File: src/rtl/pc_unit_if.sv
// Bus between the control FSM and the program-counter unit: next-PC controls
// from the FSM and the PC/EPC/RAS status returned by the unit.
interface pc_unit_if #(
  parameter int WIDTH = 32
);
  logic             pc_write;
  logic [1:0]       sel;
  logic             link;
  logic [WIDTH-1:0] imm;
  logic [WIDTH-1:0] target;
  logic             exc;
  logic             eret;
  logic [WIDTH-1:0] pc;
  logic [WIDTH-1:0] pc_plus4;
  logic [WIDTH-1:0] epc;
  logic             misalign;
  logic             ras_empty;
  logic             ras_full;

  modport master (
    output pc_write, sel, link, imm, target, exc, eret,
    input  pc, pc_plus4, epc, misalign, ras_empty, ras_full
  );

  modport slave (
    input  pc_write, sel, link, imm, target, exc, eret,
    output pc, pc_plus4, epc, misalign, ras_empty, ras_full
  );
endinterface

File: src/rtl/pc_unit.sv
// Program-counter unit: seq/branch/jump/return next-PC, exception entry/return
// via EPC, and an optional return-address stack enabled by the PC_RAS_EN macro.
module pc_unit #(
  parameter int               WIDTH     = 32,
  parameter logic [WIDTH-1:0] RESET_VEC = '0,
  parameter logic [WIDTH-1:0] EXC_VEC   = WIDTH'(32'h0000_0180),
  parameter int               RAS_DEPTH = 4
) (
  input  logic     clk,
  input  logic     rst,
  pc_unit_if.slave bus
);

  localparam logic [1:0] SEL_SEQ = 2'd0;
  localparam logic [1:0] SEL_BR  = 2'd1;
  localparam logic [1:0] SEL_JMP = 2'd2;
  localparam logic [1:0] SEL_RET = 2'd3;

  logic [WIDTH-1:0] pc_reg, pc_next;
  logic [WIDTH-1:0] epc_reg, epc_next;
  logic [WIDTH-1:0] pc_plus4;
  logic [WIDTH-1:0] br_target;
  logic [WIDTH-1:0] ret_target;
  logic             commit;

  assign pc_plus4  = pc_reg + WIDTH'(4);
  assign br_target = pc_plus4 + {bus.imm[WIDTH-3:0], 2'b00};
  // Only a plain pc_write cycle (no exception traffic) may touch the RAS.
  assign commit    = bus.pc_write & ~bus.exc & ~bus.eret;

  logic [1:0] unused_imm_hi;
  assign unused_imm_hi = bus.imm[WIDTH-1:WIDTH-2];

`ifdef PC_RAS_EN
  localparam int          AW        = $clog2(RAS_DEPTH);
  localparam logic [AW:0] DEPTH_CNT = (AW+1)'(RAS_DEPTH);
  localparam logic [AW:0] CNT_ONE   = (AW+1)'(1);
  localparam logic [AW-1:0] IDX_ONE = AW'(1);

  logic [WIDTH-1:0] ras_mem [RAS_DEPTH];
  logic [AW-1:0]    top_reg, top_next;
  logic [AW:0]      cnt_reg, cnt_next;
  logic [AW-1:0]    wr_idx;
  logic             wr_en;
  logic             ras_has_entry;

  assign ras_has_entry = (cnt_reg != '0);
  assign ret_target    = ras_has_entry ? ras_mem[top_reg] : bus.target;

  always_comb begin
    top_next = top_reg;
    cnt_next = cnt_reg;
    wr_en    = 1'b0;
    wr_idx   = top_reg;
    if (commit) begin
      if (bus.sel == SEL_RET) begin
        if (bus.link) begin
          // Return-and-call: the popped slot is reused for the new link.
          wr_en = 1'b1;
          if (!ras_has_entry) begin
            cnt_next = CNT_ONE;
          end
        end else if (ras_has_entry) begin
          top_next = top_reg - IDX_ONE;
          cnt_next = cnt_reg - CNT_ONE;
        end
      end else if (bus.link) begin
        wr_en    = 1'b1;
        wr_idx   = top_reg + IDX_ONE;
        top_next = top_reg + IDX_ONE;
        // A full stack wraps onto its oldest entry without growing.
        if (cnt_reg != DEPTH_CNT) begin
          cnt_next = cnt_reg + CNT_ONE;
        end
      end
    end
  end

  always_ff @(posedge clk or posedge rst) begin
    if (rst) begin
      top_reg <= '0;
      cnt_reg <= '0;
    end else begin
      top_reg <= top_next;
      cnt_reg <= cnt_next;
    end
  end

  always_ff @(posedge clk) begin
    if (wr_en) begin
      ras_mem[wr_idx] <= pc_plus4;
    end
  end

  assign bus.ras_empty = (cnt_reg == '0);
  assign bus.ras_full  = (cnt_reg == DEPTH_CNT);
`else
  localparam int unused_ras_depth = RAS_DEPTH;
  logic unused_link;

  assign unused_link   = bus.link;
  assign ret_target    = bus.target;
  assign bus.ras_empty = 1'b1;
  assign bus.ras_full  = 1'b0;
`endif

  always_comb begin
    pc_next  = pc_reg;
    epc_next = epc_reg;
    if (bus.exc) begin
      epc_next = pc_reg;
      pc_next  = EXC_VEC;
    end else if (bus.eret) begin
      pc_next = epc_reg;
    end else if (bus.pc_write) begin
      case (bus.sel)
        SEL_SEQ: pc_next = pc_plus4;
        SEL_BR:  pc_next = br_target;
        SEL_JMP: pc_next = bus.target;
        SEL_RET: pc_next = ret_target;
        default: pc_next = pc_plus4;
      endcase
    end
  end

  always_ff @(posedge clk or posedge rst) begin
    if (rst) begin
      pc_reg  <= RESET_VEC;
      epc_reg <= '0;
    end else begin
      pc_reg  <= pc_next;
      epc_reg <= epc_next;
    end
  end

  assign bus.pc       = pc_reg;
  assign bus.pc_plus4 = pc_plus4;
  assign bus.epc      = epc_reg;
  assign bus.misalign = (pc_reg[1:0] != 2'b00);

endmodule

File: src/flat_wrapper.sv
// flat-port wrapper written by rule: the top's interface ports become plain ports
module pc_unit_flat 
#(
  parameter int               WIDTH     = 32,
  parameter logic [WIDTH-1:0] RESET_VEC = '0,
  parameter logic [WIDTH-1:0] EXC_VEC   = WIDTH'(32'h0000_0180),
  parameter int               RAS_DEPTH = 4
)
  (clk, rst, bus_pc_write, bus_sel, bus_link, bus_imm, bus_target, bus_exc, bus_eret, bus_pc, bus_pc_plus4, bus_epc, bus_misalign, bus_ras_empty, bus_ras_full);
  pc_unit_if #(.WIDTH(WIDTH)) bus_i ();
  input  logic clk;
  input  logic rst;
  input wire logic [$bits(bus_i.pc_write)-1:0] bus_pc_write;
  input wire logic [$bits(bus_i.sel)-1:0] bus_sel;
  input wire logic [$bits(bus_i.link)-1:0] bus_link;
  input wire logic [$bits(bus_i.imm)-1:0] bus_imm;
  input wire logic [$bits(bus_i.target)-1:0] bus_target;
  input wire logic [$bits(bus_i.exc)-1:0] bus_exc;
  input wire logic [$bits(bus_i.eret)-1:0] bus_eret;
  output wire logic [$bits(bus_i.pc)-1:0] bus_pc;
  output wire logic [$bits(bus_i.pc_plus4)-1:0] bus_pc_plus4;
  output wire logic [$bits(bus_i.epc)-1:0] bus_epc;
  output wire logic [$bits(bus_i.misalign)-1:0] bus_misalign;
  output wire logic [$bits(bus_i.ras_empty)-1:0] bus_ras_empty;
  output wire logic [$bits(bus_i.ras_full)-1:0] bus_ras_full;
  assign bus_i.pc_write = bus_pc_write;
  assign bus_i.sel = bus_sel;
  assign bus_i.link = bus_link;
  assign bus_i.imm = bus_imm;
  assign bus_i.target = bus_target;
  assign bus_i.exc = bus_exc;
  assign bus_i.eret = bus_eret;
  assign bus_pc = bus_i.pc;
  assign bus_pc_plus4 = bus_i.pc_plus4;
  assign bus_epc = bus_i.epc;
  assign bus_misalign = bus_i.misalign;
  assign bus_ras_empty = bus_i.ras_empty;
  assign bus_ras_full = bus_i.ras_full;
  pc_unit #(.WIDTH(WIDTH), .RESET_VEC(RESET_VEC), .EXC_VEC(EXC_VEC), .RAS_DEPTH(RAS_DEPTH)) u_core (.clk(clk), .rst(rst), .bus(bus_i));
endmodule
File: config.mk
export PLATFORM = sky130hd
export DESIGN_NAME = pc_unit_flat
export DESIGN_NICKNAME = d
export VERILOG_FILES = /design/src/rtl/pc_unit_if.sv /design/src/rtl/pc_unit.sv /design/src/flat_wrapper.sv
export SDC_FILE = /design/constraint.sdc
export NUM_CORES = 1
export LEC_CHECK = 0
export CORE_UTILIZATION = 50
export CTS_BUF_LIST = sky130_fd_sc_hd__clkbuf_4
export DETAILED_ROUTE_END_ITERATION = 6
export PLACE_DENSITY_LB_ADDON = 0.05
export SLEW_MARGIN = 20
export SYNTH_ARGS = -nofsm -noshare
export SYNTH_HDL_FRONTEND = slang
export SYNTH_SLANG_ARGS = --single-unit
File: constraint.sdc
create_clock -name clk -period 5 [get_ports clk]
set_input_delay 0.5 -clock clk [delete_from_list [all_inputs] [get_ports clk]]
set_output_delay 0.5 -clock clk [all_outputs]
set_load 0.1 [all_outputs]
==> impl_metrics.toml <==
# physical design summary
[synthesis]
ys_chip_area_sq_um = 5690
syn_area_sq_um = 5690
ys_cells = 673
flop_cell = "dfrtp_1"
edf_count = 0
synth_nets = 783
ys.flops = 64
synth_seq_share_pct = 28.2
synthCells = 673
synth_cell_type_count = 82
syn_avg_cell_area_sq_um = 8.45
yosysWarnings = 0

[placement]
gp_congestion = 0.934
io_buffers = 165
place_ws_ps = 621
dp_hpwl_mm = 15.0

[worst_setup_path]
r2r-start = "u_core.bus.pc[3]"
start_kind = "register"
crit_fanout = 7
worst_setup_path_end_kind = "register"
crit_type = "register to register"
arrival_ps = 4830
reg2reg_depth = 17
regToRegEndpoint = "u_core.bus.pc[29]"

[pwr]
total_leakage_power_nw = 3.43
combinationalPower_w = 0.00111
irDropWorstVdd_uv = 273
switchingPower_w = 0.00104
powerSeq_w = 0.000626
p_int_w = 0.00104
powerDensity_nw_per_um2 = 266
swShare_pct = 50.2
seqPwrFrac_pct = 30.1

[clocking]
numCtsBuffers = 9
postCtsResizedCells = 0
clockBufferDepth = 2
htree_levels = 3
clkTransAtPathRegs_ps = 130
cts_root_buffer = "clkbuf_4"
cts_setup_buffers = 0
cts.sinks = 64

[final_timing]
fin_tns_setup_ps = 0
tightest_slew_ps = 1040
relSlewSlack_pct = 30.7
period_needed_ps = 4530
clock.fmax_ghz = 0.221
finalClockPeriodUsage_pct = 90.7
final-hold-violation-count = 0
setup_viol = 0

[floorplanning]
std_cell_rows = 38
fp_util_pct = 51.8
coreArea_sq_um = 11000
dieArea_sq_um = 11800
io-pin-count = 171
die_h_microns = 109

[detailed_routing]
wl_met1_mm = 9.08
routedWlPerCell_microns = 20.5
vias = 6012
drt_iter0_markers = 536
ant_nets = 0
first_pass_iters = 5
top_layer_used = "met4"
wirelength_mm = 19.8
vias_per_cell = 6.22
dr_wl_met2_mm = 8.74

[finish]
antenna-diode-count = 0
num-fill-cells = 886
lay_top_cells = "clkdlybuf4s50_1 (160), a21oi_1 (72), dfrtp_1 (60)"
final_nets = 932
lay_top_count = "clkdlybuf4s50_1"
syn_to_final_growth_pct = 37.4

[global_routing]
grt_pass1_wl_mm = 29.9
grt_start_max_net_pins = 56
gr-usage-all-layers_pct = 33.7
grt_overflow = 0

[min_path]
hp-class = "input pin to asynchronous set/reset pin"

[run_status]
status = "finished clean"

[flow_run]
cap_violations = 0
openroad.warnings = 36
==> metal layers <==
metal | GRT usage, % | up-vias
li1 | - | 2778
met1 | 50.8 | 2914
met2 | 49.4 | 293
met3 | 5.68 | 27
met4 | 9.85 | 0
met5 | 0 | -
==> worst max-delay path by stage <==
| stage | startpoint | end | slack (ps) | cells past startpoint |
|---|---|---|---|---|
| floorplan | u_core.bus.pc[3] | u_core.bus.pc[29] | 8 | 17 |
| global placement | u_core.bus.pc[3] | u_core.bus.pc[29] | 670 | 17 |
| detailed placement | u_core.bus.pc[3] | u_core.bus.pc[29] | 620 | 17 |
| CTS | u_core.bus.pc[3] | u_core.bus.pc[29] | 590 | 17 |
| global route | u_core.bus.pc[3] | u_core.bus.pc[29] | 260 | 17 |
| finish | u_core.bus.pc[3] | u_core.bus.pc[29] | 470 | 17 |
==> area by class of cell <==
type	instances	area (sq um)	share of cell area (%)
well taps	140	175	2.24
clock inverters	7	62.6	0.800
clock buffers	9	67.6	0.864
inverters	23	86.3	1.10
multi-input cells	552	4130	52.9
repair buffers	172	1690	21.6
flip-flops and latches	64	1610	20.6
==> synth_stat cells, types with 8 or more instances <==
cell	number	share of area (%)
inv_1	22	1.5
nand4_1	10	1.1
o21ai_0	37	3.3
ha_1	37	8.1
buf_1	10	0.66
a211o_1	8	1.2
xor2_1	17	2.6
dfrtp_1	64	28
a21oi_1	72	6.3
xnor2_1	28	4.3
nor2b_1	11	1.2
nand2_1	55	3.6
nand3_1	24	2.1
clkbuf_1	16	1.1
mux2_2	31	6.1
and3_1	10	1.1
a21o_1	15	2.0
a211oi_1	10	1.3
nor2_1	54	3.6
nor3_1	15	1.3
==> kinds of logic (layout without fill, tap and decap cells) <==
group,Yosys count,count (layout),share of synthesized area [%]
XOR/XNOR,46,46,7.22
multiplexers,38,38,7.37
flip-flops,64,64,28.2
AND-OR/OR-AND,217,217,25.9
AND/OR/NAND/NOR,211,211,18.5
other,2,2,0.132
buffers and inverters,57,211,4.27
adder cells (fa/ha/maj),38,38,8.49
==> critical path, stage by stage (launching register included) <==
cell and delay, ps:
dfrtp_1 490, ha_1 280, inv_1 60, nor2_1 330, nand3_1 280, nor3_2 300, nand4_1 250, xnor2_4 220
ha_1 370, a21o_1 220, a21o_1 180, a21oi_1 170, o21ai_0 130, a21oi_1 150, and2b_2 230, a311oi_2 280
xor2_1 370, o21ai_1 90
==> metrics by stage <==
stage | util [%] | instances | instance area (sq um) | total power (W) | hold WS (ps)
after detailed placement | 70.0 | 951 | 7690 | 0.00173 | 519
after CTS | 71.2 | 967 | 7820 | 0.00207 | 294
final | 71.2 | 967 | 7820 | 0.00208 | 292
after global placement | 70.0 | 951 | 7690 | 0.00171 | 498
after global routing | 71.2 | 967 | 7820 | 0.00216 | 287
after floorplan | - | 673 | 5980 | 0.00143 | 687
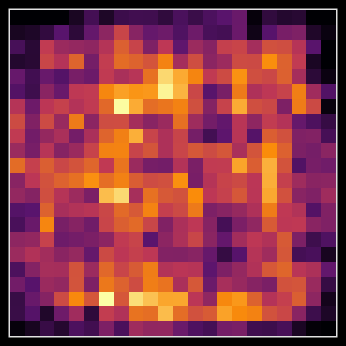
Fig. 1. Wiring heat map.
Drawn at 3 px/micron. 22 x 22 tiles, from black (low) to pale yellow (high), scaled to the fullest tile. Values are wire area over tile area, all layers added.
fullest tile: 0.62
mean over tiles: 0.27
tiles over half the peak: 40%
emptiest ninth of the die: upper left

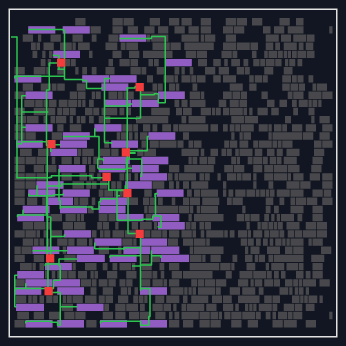
Fig. 2. Clock network drawn from the DEF.
Drawn at 3 px/micron.
legend:
  red:
    item: clock drivers
    count: 9
  green:
    item: clock wires
    length: 877 microns
  purple:
    item: flip-flops
    count: 64
routed clock nets: 10
Worst-Skew Late Latency: 430 ps
clk_skew: 26.7 ps
Clock Power Share: 16.7%
Clk power: 0.000348 W

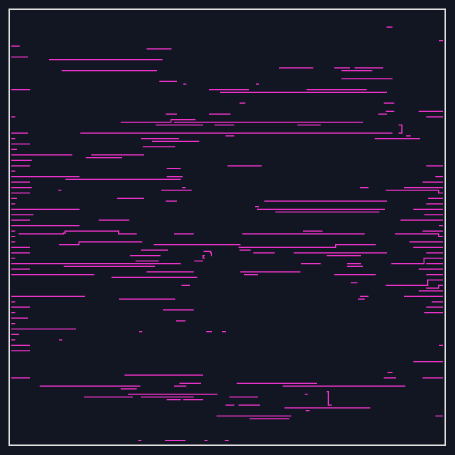
Fig. 3. Met3 routing.
Drawn at 4 px/micron.
share of all routed wire: 8.1%
longest straight run: 77.7 microns

Power is estimated from default activity; no workload was simulated.
